### config.mk
export PLATFORM = sky130hd
export DESIGN_NAME = branch_resolve_queue
export DESIGN_NICKNAME = d
export VERILOG_FILES = /design/src/rtl/branch_resolve_queue.sv
export SDC_FILE = /design/constraint.sdc
export NUM_CORES = 1
export LEC_CHECK = 0
export CORE_MARGIN = 8
export CORE_UTILIZATION = 57
export CTS_CLUSTER_DIAMETER = 100
export CTS_CLUSTER_SIZE = 25
export DETAILED_ROUTE_END_ITERATION = 16
export GPL_TIMING_DRIVEN = 0
export PLACE_DENSITY = 0.88
export SYNTH_ARGS = -nofsm -noshare
export SYNTH_HDL_FRONTEND = slang
export SYNTH_SLANG_ARGS = --single-unit
export TNS_END_PERCENT = 1
### constraint.sdc
create_clock -name clk -period 4.3 [get_ports clk]
set_clock_uncertainty 0.1 [all_clocks]
set_input_delay 0.43 -clock clk [delete_from_list [all_inputs] [get_ports clk]]
set_output_delay 0.43 -clock clk [all_outputs]
set_load 0.005 [all_outputs]
### src/rtl/branch_resolve_queue.sv
// ---------------------------------------------------------------------------
// branch_resolve_queue
//
// Buffers branches and jump-registers whose operands may still be pending
// ROB references. Entries sit in an in-order circular queue, snoop the CDB
// for their pending operands, and the head entry is evaluated once it has
// everything it needs. One resolution per cycle leaves through a registered
// valid/ready output, in program order, carrying the actual direction, a
// mispredict flag and the corrected next fetch PC.
//
// Ports
//   clk, rst            clock (rising edge), asynchronous active-low reset
//   flush               empties the queue and the output register
//   alloc_*             allocation request from ID (alloc_ready = not full)
//   cdb_en/tag/data     common data bus broadcast
//   res_valid/res_ready resolution handshake
//   res_rob_tag, res_taken, res_mispredict, res_next_pc  resolution payload
//   count               number of occupied entries
// ---------------------------------------------------------------------------
module branch_resolve_queue #(
  parameter int DEPTH      = 4,
  parameter int TAG_WIDTH  = 4,
  parameter int ADDR_WIDTH = 32,
  parameter int DATA_WIDTH = 32
) (
  input  logic                         clk,
  input  logic                         rst,
  input  logic                         flush,
  input  logic                         alloc_en,
  output logic                         alloc_ready,
  input  logic [2:0]                   alloc_cond,
  input  logic [ADDR_WIDTH-1:0]        alloc_pc,
  input  logic [ADDR_WIDTH-1:0]        alloc_target,
  input  logic                         alloc_pred_taken,
  input  logic [TAG_WIDTH-1:0]         alloc_rob_tag,
  input  logic                         alloc_is_ref_1,
  input  logic                         alloc_is_ref_2,
  input  logic [DATA_WIDTH-1:0]        alloc_data_1,
  input  logic [DATA_WIDTH-1:0]        alloc_data_2,
  input  logic                         cdb_en,
  input  logic [TAG_WIDTH-1:0]         cdb_tag,
  input  logic [DATA_WIDTH-1:0]        cdb_data,
  output logic                         res_valid,
  input  logic                         res_ready,
  output logic [TAG_WIDTH-1:0]         res_rob_tag,
  output logic                         res_taken,
  output logic                         res_mispredict,
  output logic [ADDR_WIDTH-1:0]        res_next_pc,
  output logic [$clog2(DEPTH+1)-1:0]   count
);

  localparam int PTR_W = $clog2(DEPTH);
  localparam int CNT_W = $clog2(DEPTH+1);

  typedef enum logic [2:0] {
    COND_EQ  = 3'd0,
    COND_NE  = 3'd1,
    COND_GTZ = 3'd2,
    COND_LEZ = 3'd3,
    COND_LTZ = 3'd4,
    COND_GEZ = 3'd5,
    COND_JR  = 3'd6,
    COND_RSV = 3'd7
  } cond_e;

  typedef struct packed {
    cond_e                  cond;
    logic [ADDR_WIDTH-1:0]  pc;
    logic [ADDR_WIDTH-1:0]  target;
    logic                   pred;
    logic [TAG_WIDTH-1:0]   rob_tag;
    logic                   pend_1;
    logic                   pend_2;
    logic [DATA_WIDTH-1:0]  op_1;   // value, or waited-on tag while pending
    logic [DATA_WIDTH-1:0]  op_2;
  } entry_t;

  // Control state
  logic [DEPTH-1:0]       r_valid;
  logic [PTR_W-1:0]       r_head;
  logic [PTR_W-1:0]       r_tail;
  logic [CNT_W-1:0]       r_count;

  // Entry payload
  entry_t                 r_mem [DEPTH];

  // Output register
  logic                   r_res_valid;
  logic [TAG_WIDTH-1:0]   r_res_rob_tag;
  logic                   r_res_taken;
  logic                   r_res_mispredict;
  logic [ADDR_WIDTH-1:0]  r_res_next_pc;

  // Combinational
  logic                   w_alloc;
  logic                   w_pop;
  logic                   w_head_ready;
  entry_t                 w_head;
  entry_t                 w_new;
  logic                   w_need_1;
  logic                   w_need_2;
  logic                   w_hit_1;
  logic                   w_hit_2;
  logic                   w_taken;
  logic                   w_mispredict;
  logic [ADDR_WIDTH-1:0]  w_next_pc;
  logic [ADDR_WIDTH-1:0]  w_op1_addr;
  logic                   w_a_neg;
  logic                   w_a_zero;

  // Readiness is a function of registered count only, so a same-cycle pop
  // never makes room for an allocate into a full queue.
  assign alloc_ready = (r_count != CNT_W'(DEPTH));
  assign w_alloc     = alloc_en && alloc_ready;

  assign w_head       = r_mem[r_head];
  // Unneeded operands are stored as ready, so the pending flags alone decide.
  assign w_head_ready = r_valid[r_head] && !w_head.pend_1 && !w_head.pend_2;
  assign w_pop        = w_head_ready && (!r_res_valid || res_ready);

  // Build the entry to be written, including the same-cycle CDB bypass.
  always_comb begin
    // NOTE: every always_comb output gets a default first so no path leaves
    // it unassigned, which would otherwise infer a latch.
    w_new          = '0;
    w_need_1       = (alloc_cond != COND_RSV);
    w_need_2       = (alloc_cond == COND_EQ) || (alloc_cond == COND_NE);
    w_hit_1        = cdb_en && (alloc_data_1[TAG_WIDTH-1:0] == cdb_tag);
    w_hit_2        = cdb_en && (alloc_data_2[TAG_WIDTH-1:0] == cdb_tag);
    w_new.cond     = cond_e'(alloc_cond);
    w_new.pc       = alloc_pc;
    w_new.target   = alloc_target;
    w_new.pred     = alloc_pred_taken;
    w_new.rob_tag  = alloc_rob_tag;
    w_new.pend_1   = w_need_1 && alloc_is_ref_1 && !w_hit_1;
    w_new.pend_2   = w_need_2 && alloc_is_ref_2 && !w_hit_2;
    w_new.op_1     = (alloc_is_ref_1 && w_hit_1) ? cdb_data : alloc_data_1;
    w_new.op_2     = (alloc_is_ref_2 && w_hit_2) ? cdb_data : alloc_data_2;
  end

  // Evaluate the head entry.
  always_comb begin
    w_a_neg      = w_head.op_1[DATA_WIDTH-1];
    w_a_zero     = (w_head.op_1 == '0);
    w_op1_addr   = ADDR_WIDTH'(w_head.op_1);
    w_taken      = 1'b0;
    case (w_head.cond)
      COND_EQ:  w_taken = (w_head.op_1 == w_head.op_2);
      COND_NE:  w_taken = (w_head.op_1 != w_head.op_2);
      COND_GTZ: w_taken = !w_a_neg && !w_a_zero;
      COND_LEZ: w_taken = w_a_neg || w_a_zero;
      COND_LTZ: w_taken = w_a_neg;
      COND_GEZ: w_taken = !w_a_neg;
      COND_JR:  w_taken = 1'b1;
      default:  w_taken = 1'b0;
    endcase
    if (w_head.cond == COND_JR) begin
      w_next_pc    = w_op1_addr;
      w_mispredict = !w_head.pred || (w_op1_addr != w_head.target);
    end else begin
      // Fall-through skips the delay slot; wraps modulo 2^ADDR_WIDTH.
      w_next_pc    = w_taken ? w_head.target : (w_head.pc + ADDR_WIDTH'(8));
      w_mispredict = (w_taken != w_head.pred);
    end
  end

  // Control state and output register.
  always_ff @(posedge clk or negedge rst) begin
    if (!rst) begin
      r_valid          <= '0;
      r_head           <= '0;
      r_tail           <= '0;
      r_count          <= '0;
      r_res_valid      <= 1'b0;
      r_res_rob_tag    <= '0;
      r_res_taken      <= 1'b0;
      r_res_mispredict <= 1'b0;
      r_res_next_pc    <= '0;
    end else if (flush) begin
      r_valid          <= '0;
      r_head           <= '0;
      r_tail           <= '0;
      r_count          <= '0;
      r_res_valid      <= 1'b0;
      r_res_rob_tag    <= '0;
      r_res_taken      <= 1'b0;
      r_res_mispredict <= 1'b0;
      r_res_next_pc    <= '0;
    end else begin
      // NOTE: sequential state uses non-blocking assignments so every
      // register samples pre-edge values regardless of statement order.
      if (w_alloc) begin
        r_valid[r_tail] <= 1'b1;
        r_tail          <= r_tail + PTR_W'(1);
      end
      if (w_pop) begin
        r_valid[r_head] <= 1'b0;
        r_head          <= r_head + PTR_W'(1);
      end
      r_count <= r_count + CNT_W'(w_alloc) - CNT_W'(w_pop);

      if (w_pop) begin
        r_res_valid      <= 1'b1;
        r_res_rob_tag    <= w_head.rob_tag;
        r_res_taken      <= w_taken;
        r_res_mispredict <= w_mispredict;
        r_res_next_pc    <= w_next_pc;
      end else if (res_ready) begin
        r_res_valid      <= 1'b0;
      end
    end
  end

  // NOTE: entry payload has no reset; r_valid gates every use of it, and
  // leaving the storage unreset lets it map onto plain flops/RAM.
  always_ff @(posedge clk) begin
    if (!flush) begin
      for (int i = 0; i < DEPTH; i++) begin
        if (r_valid[i] && cdb_en) begin
          if (r_mem[i].pend_1 && (r_mem[i].op_1[TAG_WIDTH-1:0] == cdb_tag)) begin
            r_mem[i].op_1   <= cdb_data;
            r_mem[i].pend_1 <= 1'b0;
          end
          if (r_mem[i].pend_2 && (r_mem[i].op_2[TAG_WIDTH-1:0] == cdb_tag)) begin
            r_mem[i].op_2   <= cdb_data;
            r_mem[i].pend_2 <= 1'b0;
          end
        end
      end
      // The tail slot is never valid while allocatable, so this cannot
      // collide with the snoop writes above.
      if (w_alloc) begin
        r_mem[r_tail] <= w_new;
      end
    end
  end

  assign res_valid      = r_res_valid;
  assign res_rob_tag    = r_res_rob_tag;
  assign res_taken      = r_res_taken;
  assign res_mispredict = r_res_mispredict;
  assign res_next_pc    = r_res_next_pc;
  assign count          = r_count;

endmodule

clock_map.png
Scale bar: 50 um.
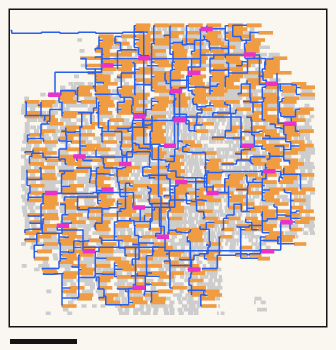
legend:
  magenta:
    item: cells driving clock nets
    count: 28
  orange:
    item: flip-flops
    count: 602
  blue:
    item: clock wires
    length: 6110 um
routed clock nets: 29
clock network power: 3130 uW
clk latency late pin: 620 ps
Clock Power Share: 21.3%

drive_strength.png
Scale bar: 50 um.
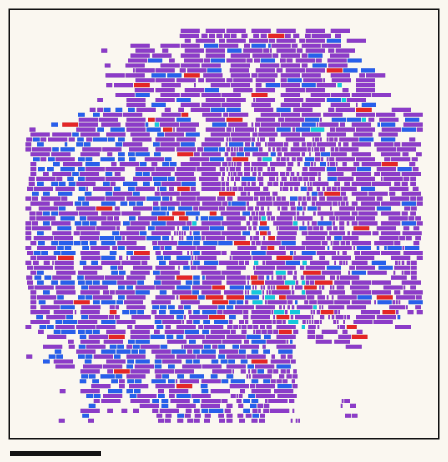
legend:
  blue:
    size: drive 2
    cells: 430
    share: 24%
  red:
    size: drive 6 and up
    cells: 58
    share: 3.2%
  purple:
    size: drive 1 or less
    cells: 1313
    share: 72%
  cyan:
    size: drive 3 to 4
    cells: 23
    share: 1.3%
Post-Layout Inst Area: 0.0318 mm2
final worst slack: 71.0 ps

final_clocks.png
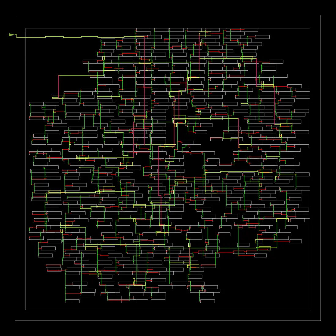
seq_cells: 602
Sink Count: 602
CTS Buf Count: 28

==> flow_summary.ini <==
; generated from flow reports
[run_status]
status = finished clean

[setup_path]
cp_slowest_cell = nor3_1
cp_slowest_stage_delay_ps = 520
endpoint = res_next_pc[30]$_DFFE_PN0P_
path_common_cell = buf_2
arrival_ps = 4610
rr_startpoint = r_head[1]$_DFFE_PN0P_
timing.rr.end = res_next_pc[30]$_DFFE_PN0P_
crit_cells = 12
crit_buf_inv = 4
setup.worst_path.start_class = flip-flop
path_cells = buf_2, buf_4, buf_2, mux4_2, xnor2_1, nand4_1, nor3_1, a31oi_2, xnor2_2, buf_6, mux2i_1, o21ai_1
crit_required_ps = 4680
cp_top_family = buffers and inverters
path_class = reg2reg

[logic_synthesis]
synth.most_common_cell = edfxtp_1
netlist_top_cells_area = edfxtp_1 60%, mux4_2 11%, mux2_2 10%
synthArstFlopShare_pct = 8.31
synth_nets = 1734
edf_count = 552
synthXorXnorAreaFrac_pct = 4.35
netlist_top_cells_count = 552 x edfxtp_1, 256 x mux2_2, 136 x mux4_2
top_cell_area_share_pct = 60.1
synth.largest_area_cell = edfxtp_1
yosys.area_share.adder_pct = 0.572
yosys.area_share.aoi_pct = 2.21
muxShareOfSynthArea_pct = 22.6
yosys_area_mm2 = 0.0276
ys_sh_simple_pct = 3.67
synth_cell_types = 53
top_logic_kind = multiplexers

[routing]
first_pass_iters = 8
drt_wl_total_um = 75000
drc_errors = 0
wl_per_cell_um = 30.7
drtIter0Drc = 2196

[timing]
worst_hold_slack_ps = 146
fmax_mhz = 236
fin_crit_sh_pct = 98.3
finalMaxSlewViolations = 0
setup_tns_ps = 0
relSlewSlack_pct = 41.9
min_period_ps = 4230
tightest_slew_ps = 869
rsz0062_at_grt = false

[worst_hold_path]
hold_path.class = in2async

[clock_tree]
ctsResizeCount = 5
htree_levels = 1
cts.reportedPaths.clkPinSlew_ps = 100
post_cts_buffers = 0
cts_buffer_depth = 3
cts_tree = built

[power]
comb_power_uw = 4430
p_seq_uw = 7140
leakage_uw = 0.0101
powerDensity_mw_per_mm2 = 463
seq_power_share_pct = 48.6
p_int_uw = 10200
total_power_uw = 14700
p_sw_share_pct = 30.5
irDropWorstVdd_uv = 316

[placed_design]
post-place-cells = 2388
post-place-ws_ps = -462
dpl_cell_area_mm2 = 0.0309
globalplace.congestion = 0.916
place_hpwl_um = 55000

[floorplan]
chipHeight_um = 236
io_pins = 223
core_area_mm2 = 0.0477
initCoreUtil_pct = 57.7
die_area_mm2 = 0.0557

[layout]
nets = 1994
postLayoutCoreUtil_pct = 66.6
n_fill_cell = 3037
mostFrequentLayoutCells = 552 x edfxtp_1, 256 x mux2_2, 217 x clkdlybuf4s50_1, 136 x mux4_2, 89 x xnor2_1
fin_cells = 2444
area_growth_pct = 15.3
drive_gt1_share_pct = 28.0

[grt]
grt_pass1_vias = 16728
grt_start_max_net_pins = 40
grtUsageMet2_pct = 42.7
grtUsageMet3_pct = 6.62
grt_usage_pct = 26.3
overflow = 0
grt_busiest_layer = met2
[per-layer routing]
layer  share of wire, %  vias up
li1                   -     6659
met1                 36     8324
met2                 48     1170
met3                 11      210
met4                4.7       14
met5               0.15        -
[layout make-up]
cell class                      count  area [um2]  share of cell area [%]
Antenna cell                        5        12.5                  0.0394
Tap cell                          615         769                    2.42
Sequential cell                   602       17800                    56.1
Inverter                           19        81.3                   0.256
Clock inverter                      2        21.3                  0.0669
Multi-Input combinational cell    842        9300                    29.2
Buffer                             77         469                    1.48
Timing Repair Buffer              232        2480                    7.82
Clock buffer                       50         826                    2.60
[state kept, by name, indices dropped and copies added (netlist names), 2 cells and up]
signal and cells:
r_head 2, r_valid 4, r_mem 552, res_next_pc 32
r_tail 2, count 3, res_rob_tag 4
No activity file was given, so power comes from the tool's default toggle rates.
